==> images/metal_density.png <==
Scale bar: 50 µm. 33 x 34 tiles, from white (low) to dark blue (high), scaled to the fullest tile. Values are wire area over tile area, all layers added.
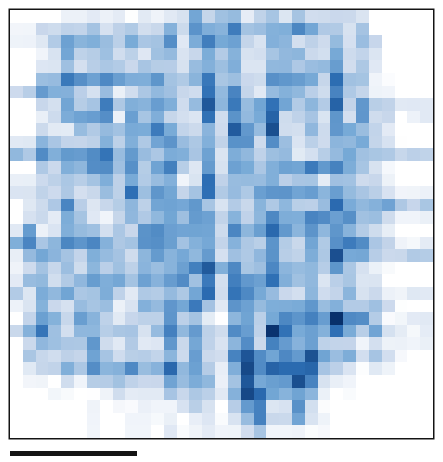
==> images/detail.png <==
Window x 63 to 103, y 64 to 104 µm. Cells in gray, sequential cells in the stronger gray; small squares are vias.
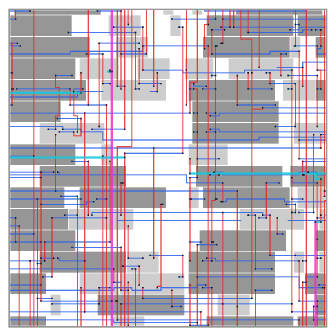
==> images/clocks.png <==
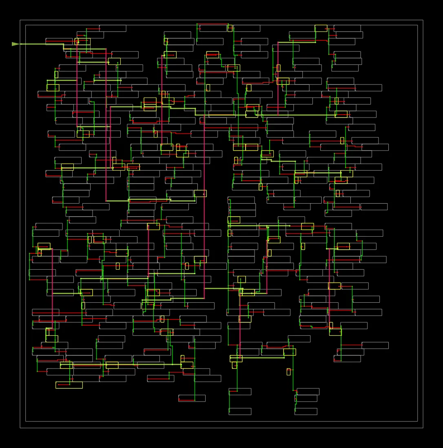
==> images/layer_met3.png <==
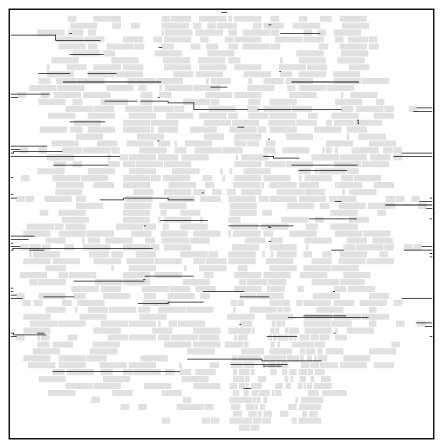
==> images/clk_routes.png <==
Scale bar: 50 µm.
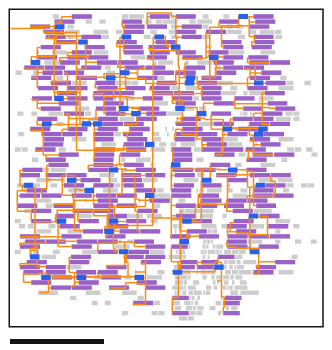
[src/rtl/pe_link_pkg.sv]
// pe_link_pkg: definitions shared by the PE link FIFO.
//   - default token field widths (tag / payload)
//   - token field offsets within {tag, ctrl, payload}
//   - tok_valid(): a token is valid when its tag is non-zero
// Optional feature macro used by pe_link_fifo: PE_LINK_FIFO_OVF_CNT_EN.
package pe_link_pkg;

    localparam int DEF_DATA_W = 32;
    localparam int DEF_TAG_W  = 3;

    // Token layout (LSB first): payload, ctrl, tag.
    localparam int PAYLOAD_LSB = 0;

    function automatic int ctrl_pos(input int data_w);
        return data_w;
    endfunction

    function automatic int tag_lsb(input int data_w);
        return data_w + 1;
    endfunction

    // Tag is passed zero-extended to 32 bits so the helper works for any TAG_W.
    function automatic logic tok_valid(input logic [31:0] tag);
        return |tag;
    endfunction

endpackage

[src/rtl/pe_link_fifo.sv]
// pe_link_fifo: first-word-fall-through token FIFO between PEs.
//
// Ports
//   clk      in   clock, all state changes on the rising edge
//   rst_n    in   asynchronous active-low reset
//   data_w   in   upstream token {tag, ctrl, payload}; tag != 0 means valid
//   flush    in   synchronous clear of stored tokens, overflow flag and counter
//   r_en     in   downstream ready; pops the head token when not empty
//   data_r   out  head token (tag forced to 0 while empty)
//   bp       out  upstream ready: free slots exceed AF_MARGIN
//   count    out  current occupancy
//   ovf      out  sticky overflow flag
//   ovf_cnt  out  dropped-token counter (saturating), only when the macro
//                 PE_LINK_FIFO_OVF_CNT_EN is defined
//
// Parameters: DATA_W, TAG_W, DEPTH (power of 2, >= 2), AF_MARGIN (0..DEPTH-1).
module pe_link_fifo
    import pe_link_pkg::*;
#(
    parameter int DATA_W    = DEF_DATA_W,
    parameter int TAG_W     = DEF_TAG_W,
    parameter int DEPTH     = 8,
    parameter int AF_MARGIN = 1
) (
    input  logic                          clk,
    input  logic                          rst_n,
    input  logic [TAG_W+1+DATA_W-1:0]     data_w,
    input  logic                          flush,
    input  logic                          r_en,
    output logic [TAG_W+1+DATA_W-1:0]     data_r,
    output logic                          bp,
    output logic [$clog2(DEPTH):0]        count,
`ifdef PE_LINK_FIFO_OVF_CNT_EN
    output logic [7:0]                    ovf_cnt,
`endif
    output logic                          ovf
);

    localparam int TOK_W = TAG_W + 1 + DATA_W;
    localparam int AW    = $clog2(DEPTH);
    localparam int CW    = AW + 1;
    localparam int TLSB  = tag_lsb(DATA_W);

    logic [TOK_W-1:0] mem [DEPTH];
    logic [AW-1:0]    wr_ptr;
    logic [AW-1:0]    rd_ptr;
    logic [CW-1:0]    cnt;
    logic             ovf_q;

    logic wr_vld;
    logic empty;
    logic full;
    logic pop;
    logic push;
    logic drop;

    assign wr_vld = tok_valid(32'(data_w[TLSB +: TAG_W]));
    assign empty  = (cnt == '0);
    assign full   = (cnt == CW'(DEPTH));

    // A pop frees the slot in the same edge, so a write while full is
    // accepted if the head leaves. Pop from empty is ignored, so a write
    // into an empty FIFO never bypasses storage.
    assign pop  = r_en && !empty;
    assign push = wr_vld && (!full || pop);
    assign drop = wr_vld && full && !pop;

    // Pointers, occupancy and overflow state.
    always_ff @(posedge clk or negedge rst_n) begin
        if (!rst_n) begin
            wr_ptr <= '0;
            rd_ptr <= '0;
            cnt    <= '0;
            ovf_q  <= 1'b0;
        end else if (flush) begin
            wr_ptr <= '0;
            rd_ptr <= '0;
            cnt    <= '0;
            ovf_q  <= 1'b0;
        end else begin
            if (push) wr_ptr <= wr_ptr + AW'(1);
            if (pop)  rd_ptr <= rd_ptr + AW'(1);
            cnt <= cnt + CW'(push) - CW'(pop);
            if (drop) ovf_q <= 1'b1;
        end
    end

    // Storage has no reset: stale contents are unreachable once the
    // pointers and count are cleared.
    always_ff @(posedge clk) begin
        if (push && !flush) mem[wr_ptr] <= data_w;
    end

`ifdef PE_LINK_FIFO_OVF_CNT_EN
    logic [7:0] ovf_cnt_q;

    always_ff @(posedge clk or negedge rst_n) begin
        if (!rst_n) begin
            ovf_cnt_q <= '0;
        end else if (flush) begin
            ovf_cnt_q <= '0;
        end else if (drop && (ovf_cnt_q != 8'hFF)) begin
            ovf_cnt_q <= ovf_cnt_q + 8'd1;
        end
    end

    assign ovf_cnt = ovf_cnt_q;
`endif

    // Head token straight from storage; its tag is masked while empty so
    // downstream never sees a stale valid token.
    always_comb begin
        data_r = mem[rd_ptr];
        if (empty) data_r[TLSB +: TAG_W] = '0;
    end

    assign bp    = ((CW'(DEPTH) - cnt) > CW'(AF_MARGIN));
    assign count = cnt;
    assign ovf   = ovf_q;

endmodule

[config.mk]
export PLATFORM = sky130hd
export DESIGN_NAME = pe_link_fifo
export DESIGN_NICKNAME = d
export VERILOG_FILES = /design/src/rtl/pe_link_pkg.sv /design/src/rtl/pe_link_fifo.sv
export SDC_FILE = /design/constraint.sdc
export NUM_CORES = 1
export LEC_CHECK = 0
export ABC_AREA = 0
export CAP_MARGIN = 10
export CORE_AREA = 2 2 164 166
export CTS_BUF_LIST = sky130_fd_sc_hd__clkbuf_8
export DETAILED_ROUTE_END_ITERATION = 16
export DIE_AREA = 0 0 166 168
export GPL_TIMING_DRIVEN = 0
export PLACE_DENSITY_LB_ADDON = 0.2
export SLEW_MARGIN = 10
export SYNTH_ARGS = -nofsm -noshare
export SYNTH_HDL_FRONTEND = slang
export SYNTH_SLANG_ARGS = --single-unit
export TNS_END_PERCENT = 1
[constraint.sdc]
create_clock -name clk -period 5.1 [get_ports clk]
set_clock_uncertainty 0.15 [all_clocks]
set_input_delay 1.53 -clock clk [delete_from_list [all_inputs] [get_ports clk]]
set_output_delay 1.53 -clock clk [all_outputs]
set_load 0.02 [all_outputs]
==> out/metrics.cfg <==
[setup_path]
crit_family=buffers and inverters
reg2reg_slack_ns=2.12
cp.depth=5
reg2regPathDepth=7
critPathCaptureType=output port
crit_slowest_cell=clkbuf_1
cp_num_buf_inv=3
worstReg2RegStart=count[2]
start_kind=flip-flop
max_stage_delay_ns=0.69
cp-endpoint=data_r[21]
required_ns=3.42
crit_chain=buf_2 > clkbuf_1 > mux4_2 > mux2_2 > clkdlybuf4s50_1
startpoint=rd_ptr[1]
crit_type=flip-flop to output port

[power]
combinationalPowerShare=0.265
pg_comb_mw=1.74
power.switching_mw=1.815
power_mw=6.559
leakage_nw=4.465
p_int_mw=4.744
vdd_ir_drop_max_mv=0.2232
p_seq_frac=0.457
p_seq_mw=3.00

[sta]
rsz0062_at_grt=false
max_slew_margin=0.4268
tightest_slew_ns=0.8598
min_period_ns=4.812
period_used_share=0.9435
maxSlewViolCount=0
fin_ws_ns=0.2883
finalSetupViolCount=0
fmax_ghz=0.2078

[grt]
grt_pass1_wl_mm=36.12
antenna_found_initial=2
grtUsageMet1=0.2305
track_usage=0.1740
grt_pass1_vias=5908
grt-ovfl-total=0
top_usage_layer=met2

[die]
rows=60
coreArea_um2=26350
fp_util=0.4398
pin_count=82
tapCellCount=341
die_y_um=168
fp.dieW_um=166

[cells_and_area]
nFillCells=2064
mostFrequentLayoutCell=edfxtp_1
layout_top_cells=288 x edfxtp_1, 81 x clkdlybuf4s50_1, 72 x mux4_2
fin_cells=1027
flop_area_um2=8924
comb_area_um2=2572
fin_util=0.5295
nMultiInputCombCells=180
buffers=117
final_layout_size_suffix_gt1_frac=0.2851
largest_reg_flops=288
regMostFlops=mem
comb_area_frac=0.1844
sh_seq_area=0.6395
fin_nets=699
area_delta_synth_final_pct=20.39
buffer_area_frac=0.08312
n_all_inverters=4
largestClassByArea=registers

[logic_synthesis]
edf_count=288
yosys.area.top_type=edfxtp_1
topCellsByArea=edfxtp_1 75%, mux4_2 14%, mux2_2 3.4%, dfrtp_1 2.4%, ha_1 0.86%
syn_area_per_cell_um2=23.00
ys_warn_count=0
ff_type=edfxtp_1
ys_sh_aoi=0.01047
synthArstFlopShare=0.03679
adder_share=0.01036
ys_types=36
synth_seq_share=0.7699
mux_area_frac=0.1758
synth_nets=553
netlist_top_cells_count=288 x edfxtp_1, 72 x mux4_2, 35 x mux2_2, 13 x nor2_1, 11 x dfrtp_1

[placed_design]
dp_slack_ns=0.5635
place_area_um2=13100

[clock_tree]
cts-resized-gates=0
postCtsSetupBuffers=0
clkSlewWorstSetupHoldPaths_ns=0.06
cts-htree-levels=2
postCtsHoldBufs=0
clock_sinks=299
clock_path_buffers=3

[drt]
vias_per_cell=5.316
route.met3.wl_mm=1.082
drt_iter0_markers=408
wl_met2_mm=11.83
routed.top_layer=met4
first_pass_iters=6
route.detailed.drc=0

[worst_hold_path]
worstHoldEndpoint=ovf
min_from=ovf

[status]
status=finished, final reports clean

[flow_run]
maxCapViolations=0

Back to the opening pictures, metal_density.png:
densest ninth of the die: middle
mean over tiles: 0.13
nearly empty tiles: 14%

Back to the opening pictures, detail.png:
| layer | color |
|---|---|
| metal 4 | magenta |
| metal 1 | blue |
| metal 2 | red |
| metal 3 | cyan |
sequential cells in the window: 23
cells with their middle in the window: 48
netlist names of flops here include: `mem` (23)
most frequent: edfxtp_1 (23), mux4_2 (6), buf_6 (5)

Back to the opening pictures, clocks.png:
clock buffer count from CTS: 48
clock buffers: 50
Worst-Skew Late Latency: 0.54 ns
Seq Cell Count: 299

Back to the opening pictures, layer_met3.png:
longest straight run: 54.7 µm
main direction: horizontal
share of all routed wire: 4.6%
vias post-DR: 5460
WL final: 23.69 mm
M3 GR Usage: 0.03761

Back to the opening pictures, clk_routes.png:
[flip-flops] purple | count: 299
[clock drivers] blue | count: 48
[clock wires] orange | length: 3460 µm
flops lie: spread over the die
Clock power frac: 0.279
Power Clock: 1.83 mW

Power is estimated from default activity; no workload was simulated.
